## src/rtl/uart_pkg.sv

```systemverilog
// Shared types and constants for the UART transmit peripheral.
package uart_pkg;

    // Transmit FSM states
    typedef enum logic [1:0] {
        ST_IDLE  = 2'd0,
        ST_START = 2'd1,
        ST_DATA  = 2'd2,
        ST_STOP  = 2'd3
    } tx_state_e;

    // Register offsets (word index, bus_addr[3:2])
    localparam logic [1:0] OFF_TXDATA = 2'd0;
    localparam logic [1:0] OFF_STATUS = 2'd1;

    // STATUS register bit positions
    localparam int unsigned STAT_FULL    = 0;
    localparam int unsigned STAT_EMPTY   = 1;
    localparam int unsigned STAT_BUSY    = 2;
    localparam int unsigned STAT_OVF     = 3;
    localparam int unsigned STAT_CNT_LSB = 8;
    localparam int unsigned STAT_CNT_W   = 4;

    localparam int unsigned DATA_BITS = 8;

    // Assemble the STATUS word; unused bits read as zero
    function automatic logic [31:0] status_word(
        input logic                  full,
        input logic                  empty,
        input logic                  busy,
        input logic                  ovf,
        input logic [STAT_CNT_W-1:0] cnt
    );
        logic [31:0] w;
        w                                = '0;
        w[STAT_FULL]                     = full;
        w[STAT_EMPTY]                    = empty;
        w[STAT_BUSY]                     = busy;
        w[STAT_OVF]                      = ovf;
        w[STAT_CNT_LSB +: STAT_CNT_W]    = cnt;
        return w;
    endfunction

endpackage

```

## src/rtl/uart_tx_fifo.sv

```systemverilog
// Byte FIFO feeding the UART transmitter; a push into a full FIFO is only
// accepted when a pop happens on the same edge.
module uart_tx_fifo #(
    parameter int unsigned DEPTH = 8
) (
    input  logic                     clk,
    input  logic                     rst,
    input  logic                     push,
    input  logic [7:0]               push_data,
    input  logic                     pop,
    output logic [7:0]               pop_data,
    output logic                     full,
    output logic                     empty,
    output logic [$clog2(DEPTH):0]   count
);

    localparam int unsigned PTR_W = $clog2(DEPTH);
    localparam int unsigned CNT_W = PTR_W + 1;

    logic [7:0]       mem_q [DEPTH];
    logic [PTR_W-1:0] wr_ptr_q, wr_ptr_d;
    logic [PTR_W-1:0] rd_ptr_q, rd_ptr_d;
    logic [CNT_W-1:0] count_q, count_d;
    logic             full_q, full_d;
    logic             empty_q, empty_d;
    logic             do_push, do_pop;

    // Accept/pop qualification, pointer and occupancy update
    always_comb begin
        do_pop   = pop && !empty_q;
        do_push  = push && (!full_q || do_pop);
        wr_ptr_d = wr_ptr_q;
        rd_ptr_d = rd_ptr_q;
        count_d  = count_q;
        if (do_push) begin
            wr_ptr_d = wr_ptr_q + PTR_W'(1);
        end
        if (do_pop) begin
            rd_ptr_d = rd_ptr_q + PTR_W'(1);
        end
        if (do_push && !do_pop) begin
            count_d = count_q + CNT_W'(1);
        end else if (do_pop && !do_push) begin
            count_d = count_q - CNT_W'(1);
        end
        full_d  = (count_d == CNT_W'(DEPTH));
        empty_d = (count_d == '0);
    end

    // Control state with asynchronous clear
    always_ff @(posedge clk or negedge rst) begin
        if (!rst) begin
            wr_ptr_q <= '0;
            rd_ptr_q <= '0;
            count_q  <= '0;
            full_q   <= 1'b0;
            empty_q  <= 1'b1;
        end else begin
            wr_ptr_q <= wr_ptr_d;
            rd_ptr_q <= rd_ptr_d;
            count_q  <= count_d;
            full_q   <= full_d;
            empty_q  <= empty_d;
        end
    end

    // Storage array; contents are don't-care while empty so no reset
    always_ff @(posedge clk) begin
        if (do_push) begin
            mem_q[wr_ptr_q] <= push_data;
        end
    end

    assign pop_data = mem_q[rd_ptr_q];
    assign full     = full_q;
    assign empty    = empty_q;
    assign count    = count_q;

endmodule

```

## src/rtl/uart_tx_periph.sv

```systemverilog
// Memory-mapped UART transmitter: bus decode, STATUS/overflow, serializer FSM.
module uart_tx_periph
    import uart_pkg::*;
#(
    parameter int unsigned CLKS_PER_BIT = 434,
    parameter int unsigned FIFO_DEPTH   = 8,
    parameter logic [31:0] BASE_ADDR    = 32'h1001_0000
) (
    input  logic        clk,
    input  logic        rst,
    input  logic [31:0] bus_addr,
    input  logic [31:0] bus_wrdata,
    input  logic        bus_wren,
    input  logic        bus_rden,
    output logic [31:0] bus_rddata,
    output logic        tx
);

    localparam int unsigned BAUD_W = $clog2(CLKS_PER_BIT);
    localparam int unsigned CNT_W  = $clog2(FIFO_DEPTH) + 1;
    localparam logic [BAUD_W-1:0] BAUD_LAST = BAUD_W'(CLKS_PER_BIT - 1);

    tx_state_e        state_q, state_d;
    logic [BAUD_W-1:0] baud_q, baud_d;
    logic [2:0]       bit_q, bit_d;
    logic [7:0]       shift_q, shift_d;
    logic             tx_q, tx_d;
    logic             ovf_q, ovf_d;

    logic             sel_c;
    logic [1:0]       off_c;
    logic             push_c;
    logic             ovf_clr_c;
    logic             pop_c;
    logic             baud_done_c;

    logic [7:0]       fifo_data;
    logic             fifo_full;
    logic             fifo_empty;
    logic [CNT_W-1:0] fifo_count;

    logic             unused_c;
    assign unused_c = ^{bus_addr[1:0], bus_wrdata[31:8]};

    // Address decode and write strobes
    always_comb begin
        sel_c     = (bus_addr[31:4] == BASE_ADDR[31:4]);
        off_c     = bus_addr[3:2];
        push_c    = bus_wren && sel_c && (off_c == OFF_TXDATA);
        ovf_clr_c = bus_wren && sel_c && (off_c == OFF_STATUS) && bus_wrdata[STAT_OVF];
    end

    uart_tx_fifo #(
        .DEPTH (FIFO_DEPTH)
    ) u_fifo (
        .clk       (clk),
        .rst       (rst),
        .push      (push_c),
        .push_data (bus_wrdata[7:0]),
        .pop       (pop_c),
        .pop_data  (fifo_data),
        .full      (fifo_full),
        .empty     (fifo_empty),
        .count     (fifo_count)
    );

    // Serializer next state; tx is computed for the state being entered so
    // the line changes on the same edge as the state
    always_comb begin
        state_d     = state_q;
        baud_d      = baud_q;
        bit_d       = bit_q;
        shift_d     = shift_q;
        tx_d        = tx_q;
        pop_c       = 1'b0;
        baud_done_c = (baud_q == BAUD_LAST);
        unique case (state_q)
            ST_IDLE: begin
                tx_d   = 1'b1;
                baud_d = '0;
                if (!fifo_empty) begin
                    pop_c   = 1'b1;
                    shift_d = fifo_data;
                    state_d = ST_START;
                    tx_d    = 1'b0;
                end
            end
            ST_START: begin
                if (baud_done_c) begin
                    baud_d  = '0;
                    bit_d   = '0;
                    state_d = ST_DATA;
                    tx_d    = shift_q[0];
                end else begin
                    baud_d = baud_q + BAUD_W'(1);
                end
            end
            ST_DATA: begin
                if (baud_done_c) begin
                    baud_d = '0;
                    if (bit_q == 3'(DATA_BITS - 1)) begin
                        state_d = ST_STOP;
                        tx_d    = 1'b1;
                    end else begin
                        bit_d   = bit_q + 3'd1;
                        shift_d = {1'b0, shift_q[7:1]};
                        tx_d    = shift_q[1];
                    end
                end else begin
                    baud_d = baud_q + BAUD_W'(1);
                end
            end
            ST_STOP: begin
                if (baud_done_c) begin
                    baud_d  = '0;
                    state_d = ST_IDLE;
                    tx_d    = 1'b1;
                end else begin
                    baud_d = baud_q + BAUD_W'(1);
                end
            end
            default: begin
                state_d = ST_IDLE;
                baud_d  = '0;
                tx_d    = 1'b1;
            end
        endcase
    end

    // Overflow flag: a dropped push wins over a same-edge clear
    always_comb begin
        ovf_d = ovf_q;
        if (ovf_clr_c) begin
            ovf_d = 1'b0;
        end
        if (push_c && fifo_full && !pop_c) begin
            ovf_d = 1'b1;
        end
    end

    // All peripheral state; reset idles the line immediately
    always_ff @(posedge clk or negedge rst) begin
        if (!rst) begin
            state_q <= ST_IDLE;
            baud_q  <= '0;
            bit_q   <= '0;
            shift_q <= '0;
            tx_q    <= 1'b1;
            ovf_q   <= 1'b0;
        end else begin
            state_q <= state_d;
            baud_q  <= baud_d;
            bit_q   <= bit_d;
            shift_q <= shift_d;
            tx_q    <= tx_d;
            ovf_q   <= ovf_d;
        end
    end

    // Zero-wait read mux; zero when not addressed so slaves can be OR-ed
    always_comb begin
        bus_rddata = '0;
        if (bus_rden && sel_c && (off_c == OFF_STATUS)) begin
            bus_rddata = status_word(fifo_full, fifo_empty, (state_q != ST_IDLE),
                                     ovf_q, STAT_CNT_W'(fifo_count));
        end
    end

    assign tx = tx_q;

endmodule

```

## config.mk

```make
export PLATFORM = sky130hd
export DESIGN_NAME = uart_tx_periph
export DESIGN_NICKNAME = d
export VERILOG_FILES = /design/src/rtl/uart_pkg.sv /design/src/rtl/uart_tx_fifo.sv /design/src/rtl/uart_tx_periph.sv
export SDC_FILE = /design/constraint.sdc
export NUM_CORES = 1
export LEC_CHECK = 0
export CAP_MARGIN = 20
export CORE_MARGIN = 10
export CORE_UTILIZATION = 45
export DETAILED_ROUTE_END_ITERATION = 10
export HOLD_SLACK_MARGIN = 0.1
export MAX_ROUTING_LAYER = met4
export PLACE_DENSITY = 0.83
export SYNTH_ARGS = -nofsm -noshare
export SYNTH_HDL_FRONTEND = slang
export SYNTH_SLANG_ARGS = --single-unit
```

## constraint.sdc

```tcl
create_clock -name clk -period 2.3 [get_ports clk]
set_input_delay 0.345 -clock clk [delete_from_list [all_inputs] [get_ports clk]]
set_output_delay 0.345 -clock clk [all_outputs]
set_load 0.1 [all_outputs]
```

==> flow_metrics.env, run 1 <==
# physical design summary
export IMPL_cts_tree="built"
export IMPL_fin_util_pct=57.8
export IMPL_firstDrtPassIters=4
export IMPL_largestClassByArea="flip-flops and latches"
export IMPL_min_period_over_period_pct=99.5
export IMPL_top_layer="met4"
export IMPL_power_frac_clock_pct=34.6
export IMPL_path_depth=10
export IMPL_syn_area_um2=4720
export IMPL_drc=0
export IMPL_startpoint_type="input pin"
export IMPL_clk_pin_slew_worst_paths_ns=0.10
export IMPL_die_w_um=122
export IMPL_cp_arrival_ns=2.37
export IMPL_timing_hold_ws_ns=0.392
export IMPL_non_clock_buffer_count=83
export IMPL_final_area_um2=5940
export IMPL_cp_endpoint="u_fifo.mem_q[0][0]"
export IMPL_simple_gate_area_share_pct=13.6
export IMPL_ys_seq_elements=100
export IMPL_synth_cell_types=50
export IMPL_met2_usage_pct=24.0
export IMPL_wl_per_cell_um=17.1
export IMPL_grt_usage_pct=13.5
export IMPL_rr_startpoint="state_q[0]"
export IMPL_ys_sh_mux_pct=10.7
export IMPL_cp_top_family="simple AND/OR/NAND/NOR gates"
export IMPL_synthCells=344
export IMPL_global_route_usage_met1_pct=14.7
export IMPL_holdBufCountCts=0
export IMPL_pg_comb_uw=278
export IMPL_grt_use_met3_pct=3.54
export IMPL_grt_pass1_wl_um=15500
export IMPL_grt_max_degree=37
export IMPL_drive_gt1_share_pct=27.2
export IMPL_cp_end_kind="flip-flop"
export IMPL_final_max_slew_viol_count=0
export IMPL_yosysMostFrequentCell="edfxtp_1"
export IMPL_maxPowerGroup="sequential cells"
export IMPL_num_rows=37
export IMPL_numCtsBuffers=9
export IMPL_postSynthSeqShare_pct=59.8
export IMPL_place_congestion=0.823
export IMPL_warnings=59
export IMPL_buffer_area_share_pct=14.4
export IMPL_p_sw_uw=857
export IMPL_grt_overflow=0
export IMPL_crit_slowest_cell="clkdlybuf4s50_1"
export IMPL_vias_per_cell=5.06
export IMPL_seq_area_share_pct=47.5
export IMPL_xor_share_pct=2.60
export IMPL_cp_required_ns=2.38
export IMPL_critPathKind="in -> reg"
export IMPL_p_per_area_nw_per_um2=564
export IMPL_cts_root_buffer="clkbuf_8"
export IMPL_finalSetupViolCount=0
export IMPL_cts_sinks=100
export IMPL_top_area_cell="edfxtp_1"
export IMPL_top_regs="u_fifo.mem_q: 64 flops, baud_q: 9 flops, shift_q: 8 flops"
export IMPL_clk_insertion_delay_late_ns=0.37
export IMPL_wl_met3_um=538
export IMPL_ctsHtreeMaxLevel=3
export IMPL_layout_top_cell="edfxtp_1"
export IMPL_yosys_most_used_dff="edfxtp_1"
export IMPL_clockNetworkAreaShare_pct=3.49
export IMPL_startpoint="bus_addr[6]"
export IMPL_fin_setup_tns_ns=0
export IMPL_comb_power_share_pct=8.3
export IMPL_power_mw=3.35
export IMPL_fin_cells=566
export IMPL_p_leak_nw=2.32
export IMPL_hpwl_um=6910
export IMPL_busiest_layer="met2"
export IMPL_status="completed"
export IMPL_aoi_share_pct=4.29
export IMPL_largest_reg_flops=64
export IMPL_top_cell_area_share_pct=40.7
export IMPL_cell_internal_pwr_mw=2.49
export IMPL_crit_path_max_incr_delay_ns=0.42
export IMPL_period_needed_ns=2.29
export IMPL_maxSlewHeadroom_pct=65.4
export IMPL_diodes=0
export IMPL_seq_area_um2=2830
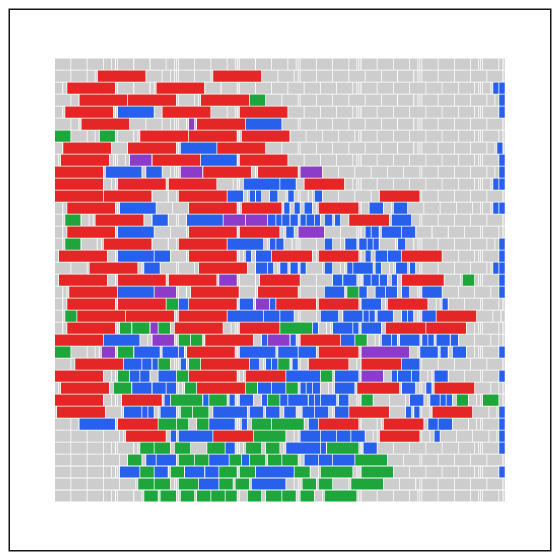
run_1/class_map.png
Fill, decap, tap and diode cells in gray.
Red shows sequential cells, cells 100, share of their area 49%. Purple shows clock drivers and dummy loads, cells 16, share of their area 3.6%. Green shows remaining buffers and delay cells, cells 83, share of their area 15%. Blue shows remaining logic cells, cells 231, share of their area 33%.

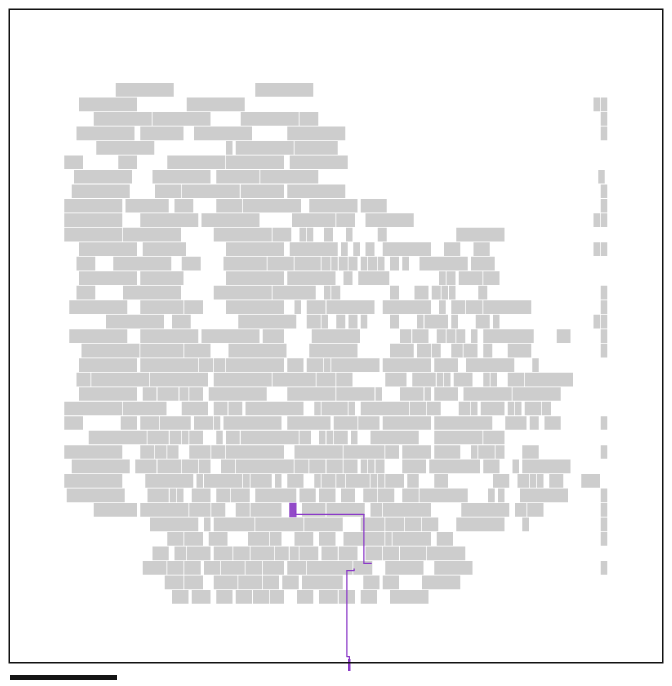
run_1/port_trees.png
The bar under the picture is 20 um long.
Purple shows `bus_rden`, direction input, end cells 1, wire 43.1 um.

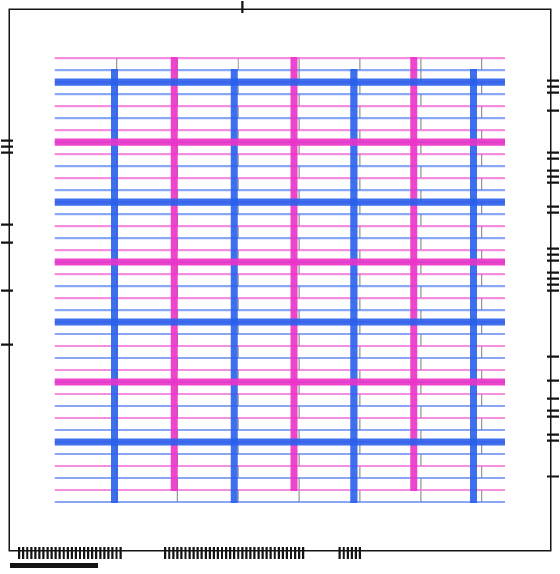
run_1/floorplan.png
The bar under the picture is 20 um long. Pins as bars on the die edge. Tap cells in gray.
Magenta shows VDD. Blue shows VSS.
7 straps on met4. 101 signal pins sit on the boundary. 38 met1 rails follow the rows. The core has 37 rows. 136 tap cells.
die y size: 122 um
core area: 10300 um2

## Run 2: what changed since run 1
--- a/config.mk
+++ b/config.mk
@@ -6,12 +6,11 @@
 export NUM_CORES = 1
 export LEC_CHECK = 0
 export CAP_MARGIN = 20
-export CORE_MARGIN = 10
 export CORE_UTILIZATION = 45
 export DETAILED_ROUTE_END_ITERATION = 10
 export HOLD_SLACK_MARGIN = 0.1
 export MAX_ROUTING_LAYER = met4
-export PLACE_DENSITY = 0.83
+export PLACE_DENSITY = 0.75
 export SYNTH_ARGS = -nofsm -noshare
 export SYNTH_HDL_FRONTEND = slang
 export SYNTH_SLANG_ARGS = --single-unit
==> constraint.sdc (replaced) <==
create_clock -name clk -period 2 [get_ports clk]
set_input_delay 0.3 -clock clk [delete_from_list [all_inputs] [get_ports clk]]
set_output_delay 0.3 -clock clk [all_outputs]
set_load 0.1 [all_outputs]
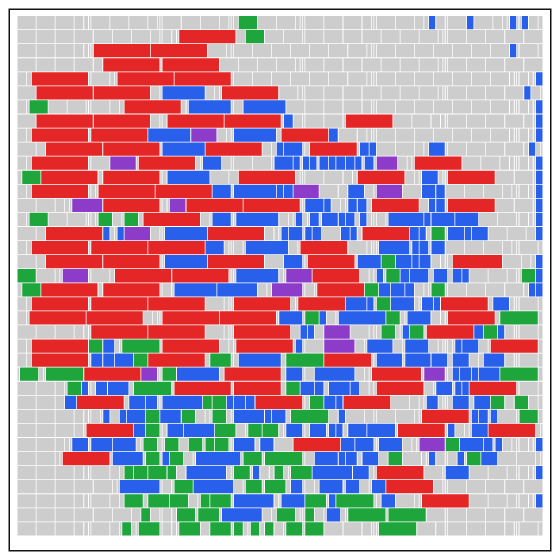
run_2/class_map.png
Fill, decap, tap and diode cells in gray.
Green shows remaining buffers and delay cells, cells 94, share of their area 15%. Blue shows remaining logic cells, cells 232, share of their area 33%. Purple shows clock drivers and dummy loads, cells 16, share of their area 3.6%. Red shows sequential cells, cells 100, share of their area 48%.
Final Cell Area: 6110 um2
Cell Rows: 37
Final Util: 59.7%
core area: 10200 um2
Seq/total area: 46.3%

==> flow_metrics.env, run 2 <==
# physical design summary
export IMPL_failed_checks="negative setup slack"
export IMPL_cts_tree="built"
export IMPL_period_needed_ns=2.06
export IMPL_ctsHtreeMaxLevel=3
export IMPL_fin_cells=578
export IMPL_simple_gate_area_share_pct=13.6
export IMPL_buffer_area_share_pct=15.0
export IMPL_holdBufCountCts=0
export IMPL_min_period_over_period_pct=103
export IMPL_seq_area_um2=2830
export IMPL_finalSetupViolCount=8
export IMPL_synthCells=344
export IMPL_drc=0
export IMPL_power_mw=3.84
export IMPL_startpoint="bus_addr[17]"
export IMPL_wl_met3_um=343
export IMPL_met2_usage_pct=30.7
export IMPL_path_depth=7
export IMPL_die_w_um=104
export IMPL_crit_slowest_cell="nor4_4"
export IMPL_clk_insertion_delay_late_ns=0.38
export IMPL_cts_sinks=100
export IMPL_p_per_area_nw_per_um2=629
export IMPL_largestClassByArea="flip-flops and latches"
export IMPL_clk_pin_slew_worst_paths_ns=0.10
export IMPL_yosys_most_used_dff="edfxtp_1"
export IMPL_status="complete, but fails checks"
export IMPL_hpwl_um=6600
export IMPL_grt_max_degree=37
export IMPL_p_sw_mw=1.06
export IMPL_ys_seq_elements=100
export IMPL_setup_ws_ns=-0.0579
export IMPL_grt_pass1_wl_um=15000
export IMPL_rr_startpoint="baud_q[1]"
export IMPL_clockNetworkAreaShare_pct=3.48
export IMPL_cp_required_ns=1.70
export IMPL_syn_area_um2=4720
export IMPL_numCtsBuffers=9
export IMPL_firstDrtPassIters=4
export IMPL_drive_gt1_share_pct=35.5
export IMPL_layout_top_cell="edfxtp_1"
export IMPL_maxSlewHeadroom_pct=66.3
export IMPL_cp_top_family="simple AND/OR/NAND/NOR gates"
export IMPL_comb_power_share_pct=8.9
export IMPL_crit_path_max_incr_delay_ns=0.35
export IMPL_grt_use_met3_pct=4.39
export IMPL_postSynthSeqShare_pct=59.8
export IMPL_top_area_cell="edfxtp_1"
export IMPL_top_regs="u_fifo.mem_q: 64 flops, baud_q: 9 flops, shift_q: 8 flops"
export IMPL_synth_cell_types=50
export IMPL_warnings=61
export IMPL_ys_sh_mux_pct=10.7
export IMPL_p_leak_nw=2.39
export IMPL_vias_per_cell=5.10
export IMPL_top_layer="met4"
export IMPL_critPathKind="in -> out"
export IMPL_yosysMostFrequentCell="edfxtp_1"
export IMPL_busiest_layer="met2"
export IMPL_cp_end_kind="output pin"
export IMPL_non_clock_buffer_count=94
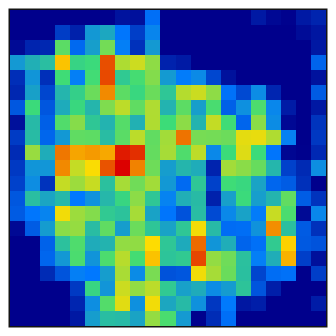
run_2/route_heat.png
21 x 21 tiles, from dark blue (low) to red (high), scaled to the fullest tile. Values are wire area over tile area, all layers added.
The mean over all tiles is 0.13. The fullest tile reaches 0.41. 27% of the tiles are over half the peak. 21% of the tiles are nearly empty. The emptiest ninth of the die: north-east.
Post-Route WL: 9160 um
vias: 2947

